**config.mk**
```make
export PLATFORM = sky130hd
export DESIGN_NAME = entrada_digito
export DESIGN_NICKNAME = d
export VERILOG_FILES = /design/src/rtl/entrada_digito.sv
export SDC_FILE = /design/constraint.sdc
export NUM_CORES = 1
export LEC_CHECK = 0
export ABC_AREA = 0
export CAP_MARGIN = 20
export CORE_MARGIN = 2
export CORE_UTILIZATION = 55
export CTS_BUF_LIST = sky130_fd_sc_hd__clkbuf_4 sky130_fd_sc_hd__clkbuf_8
export CTS_CLUSTER_DIAMETER = 100
export CTS_CLUSTER_SIZE = 25
export DETAILED_ROUTE_END_ITERATION = 8
export PLACE_DENSITY = 0.77
export SETUP_SLACK_MARGIN = 0.02
export SYNTH_ARGS = -nofsm -noshare
export SYNTH_HDL_FRONTEND = slang
export SYNTH_SLANG_ARGS = --single-unit
```
**constraint.sdc**
```tcl
create_clock -name clk -period 3.54 [get_ports clk]
set_input_delay 1.062 -clock clk [delete_from_list [all_inputs] [get_ports clk]]
set_output_delay 1.062 -clock clk [all_outputs]
set_load 0.01 [all_outputs]
```
**src/rtl/entrada_digito.sv**
```systemverilog
// Keypad input stage: synchronises the enter button and digit switches,
// debounces the button and emits one insere/invalido pulse per press.
module entrada_digito #(
  parameter int DEBOUNCE_CYCLES = 4,
  parameter int CNT_W           = 20
) (
  input  logic       clk,
  input  logic       reset,
  input  logic       botao,
  input  logic [3:0] chaves,
  output logic       insere,
  output logic [3:0] numero,
  output logic       invalido
);

  typedef enum logic [1:0] {
    OCIOSO,
    CONFIRMA_PRESSAO,
    PRESSIONADO,
    CONFIRMA_SOLTURA
  } estado_t;

  localparam logic [CNT_W-1:0] LP_ALVO = CNT_W'(DEBOUNCE_CYCLES);
  localparam logic [CNT_W-1:0] LP_UM   = CNT_W'(1);

  logic             r_botao_m;
  logic             r_botao_s;
  logic [3:0]       r_chaves_m;
  logic [3:0]       r_chaves_s;
  estado_t          r_estado;
  logic [CNT_W-1:0] r_cnt;
  logic             r_insere;
  logic             r_invalido;
  logic [3:0]       r_numero;

  logic w_alvo;
  logic w_digito_ok;

  assign w_alvo      = (r_cnt >= LP_ALVO);
  assign w_digito_ok = (r_chaves_s <= 4'd9);

  assign insere   = r_insere;
  assign invalido = r_invalido;
  assign numero   = r_numero;

  always_ff @(posedge clk or posedge reset) begin
    if (reset) begin
      r_botao_m  <= 1'b0;
      r_botao_s  <= 1'b0;
      r_chaves_m <= 4'd0;
      r_chaves_s <= 4'd0;
    end else begin
      r_botao_m  <= botao;
      r_botao_s  <= r_botao_m;
      r_chaves_m <= chaves;
      r_chaves_s <= r_chaves_m;
    end
  end

  // Starting in CONFIRMA_SOLTURA forces a clean release after reset.
  always_ff @(posedge clk or posedge reset) begin
    if (reset) begin
      r_estado   <= CONFIRMA_SOLTURA;
      r_cnt      <= '0;
      r_insere   <= 1'b0;
      r_invalido <= 1'b0;
      r_numero   <= 4'd0;
    end else begin
      r_insere   <= 1'b0;
      r_invalido <= 1'b0;
      case (r_estado)
        OCIOSO: begin
          if (r_botao_s) begin
            r_estado <= CONFIRMA_PRESSAO;
            r_cnt    <= LP_UM;
          end
        end
        CONFIRMA_PRESSAO: begin
          if (!r_botao_s) begin
            r_estado <= OCIOSO;
            r_cnt    <= '0;
          end else if (!w_alvo) begin
            r_cnt <= r_cnt + LP_UM;
          end else begin
            r_estado <= PRESSIONADO;
            r_cnt    <= '0;
            if (w_digito_ok) begin
              r_numero <= r_chaves_s;
              r_insere <= 1'b1;
            end else begin
              r_invalido <= 1'b1;
            end
          end
        end
        PRESSIONADO: begin
          if (!r_botao_s) begin
            r_estado <= CONFIRMA_SOLTURA;
            r_cnt    <= LP_UM;
          end
        end
        CONFIRMA_SOLTURA: begin
          if (r_botao_s) begin
            r_cnt <= '0;
          end else if (!w_alvo) begin
            r_cnt <= r_cnt + LP_UM;
          end else begin
            r_estado <= OCIOSO;
            r_cnt    <= '0;
          end
        end
        default: begin
          r_estado <= CONFIRMA_SOLTURA;
          r_cnt    <= '0;
        end
      endcase
    end
  end

endmodule

```
==> out/qor.txt <==
Synth top cell by count: dfrtp_1
f_max: 431 MHz
met1 Use GR: 25.0%
Comb pwr share: 19.6%
Hold Path Stages: 0
Log Warnings: 28
Signal buf overhead: 7.82%
flip-flops with a built-in enable: 0
Longest Clk Path Bufs: 2
net count after synthesis: 114
layout cell share with drive strength beyond 1: 13.0%
Seq pwr share: 53.3%
Final min period: 2.32 ns
Psw: 0.000275 W
CP bufs+invs: 1
DIE WIDTH: 54.5 um
Cells after Synth: 105
sequential share of cell area: 58.4%
area growth from synthesis to layout: 16.1%
Startpoint Class: flip-flop
I/O Buffers: 12
predominant post-synthesis flop cell: dfrtp_1
floorplan core density: 57.2%
clock network area share: 4.83%
clock tree from TritonCTS: built
yosys xor share: 0.623%
Inverters: 5
yosys aoi share: 10.1%
CP top delay family: buffers and inverters
chip area: 2980 sq um
wire length of the first global-routing pass: 3620 um
worst r2r path cells: 4
Post-CTS Hold Fix Bufs: 0
Worst path depth: 1
Cell Pwr Density: 607 nW/um^2
Worst Setup EP: numero[2]
Top cells excl fill/tap: dfrtp_1 (36), and2_1 (18), clkdlybuf4s50_1 (12)
Flops after synth: 38
1st-pass router iterations: 4
registers: 38
WL per Instance: 14.5 um
HP Class: flip-flop to flip-flop
sequential share of the synthesized area: 67.9%
Synth logic family: simple AND/OR/NAND/NOR gates
top cells by count: dfrtp_1 (36), and2_1 (18), nor2_1 (6), inv_1 (5)
worst slew pin tran: 0.595 ns
Setup Fix Bufs, Post-CTS: 0
relative slew slack: 60.3%
TAP cells: 30
Syn. warnings: 0
Remaining DRCs: 0
Critical Path End Type: output pin
switching share of total power: 27.8%
DP Wirelength: 1540 um
crit path launch: numero[2]
Layout fillers: 184
final worst-path cycle share: 65.5%
Top cell area share: 64.1%
post-route ant nets: 0
cell row count: 18
global routing usage on met3: 8.20%
# H-tree levels: 2
sequential power: 0.000528 W
hold path endpoint: r_chaves_s[1]
post-place setup slack: 1.59 ns
Non-clock buffers: 13
Sequential Area: 953 sq um
RSZ-0062 raised after global routing: false
clock buf count: 8
max FFs per register: 20
R2R Path Start: r_cnt[7]
worst hold start: r_chaves_m[1]
largest net degree at the start of global routing: 39
number of global-route vias before repair: 766
status: completed
antenna fix cells: 0
max cap viols: 0
Die Span Y: 54.5 um
Yosys Instances: 105
Pwr top: sequential cells
Total GRT Usage: 18.6%
-- stage by stage --
step | instances | cell area (sq um) | hold WS, ns | total power, W | util (%)
floorplan | 105 | 1410 | 0.331 | 0.000651 | -
global placement | 145 | 1550 | 0.333 | 0.000716 | 63.3
finish | 153 | 1630 | 0.346 | 0.000990 | 66.5
detailed placement | 145 | 1550 | 0.335 | 0.000734 | 63.3
global route | 153 | 1630 | 0.354 | 0.00105 | 66.5
CTS | 153 | 1630 | 0.351 | 0.00100 | 66.5
-- per-layer routing --
layer	vias to the layer above	share of wire (%)	routed length [um]
met5	-	0	0
met4	0	0.63	14
li1	386	-	-
met1	389	49	1090
met2	15	46	1030
met3	2	3.5	78
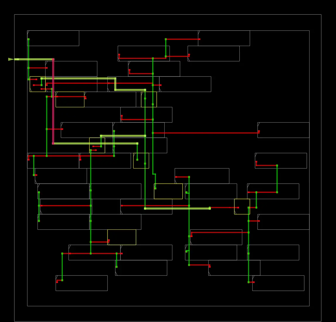
Figure 1: clock nets.
Setup Skew: 0.0141 ns
Num CTS Buffers: 5
clock sinks: 38
clk_lat worst skew: 0.33 ns
power in the clock group: 0.000268 W

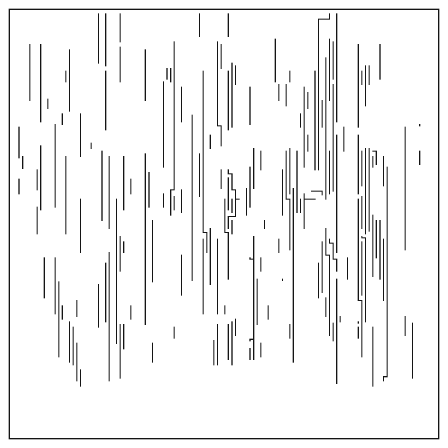
Figure 2: metal 2.
main direction: vertical
wire length on this layer: 1030 um
via count: 792
routed wire length: 2210 um
GR Util met2: 26.3%

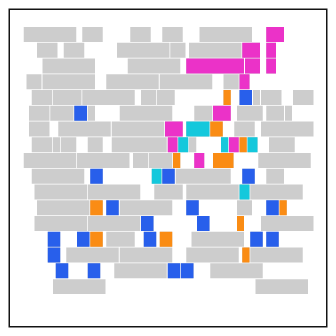
Figure 3: gate-type map.
[orange] NOR gates | cells: 11
[blue] AND and OR gates | cells: 20
[magenta] inverting AOI/OAI gates | cells: 12
[cyan] NAND gates | cells: 6
Layout Cells excl Fill: 153
Commonest Layout Cell: dfrtp_1
Comb area share: 25.5%

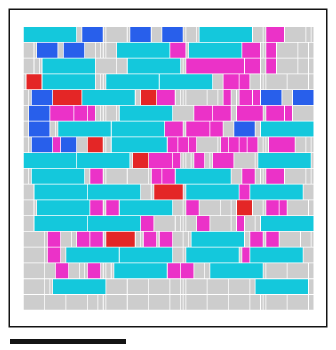
Figure 4: placed cells, one color a class.
Scale bar: 20 um. Fill, decap, tap and diode cells in gray.
[blue] other buffers and delay cells | cells: 13
[red] clock drivers and dummy loads | cells: 8
[magenta] all other logic | cells: 64
[cyan] flip-flops | cells: 38

No activity file was given, so power comes from the tool's default toggle rates.
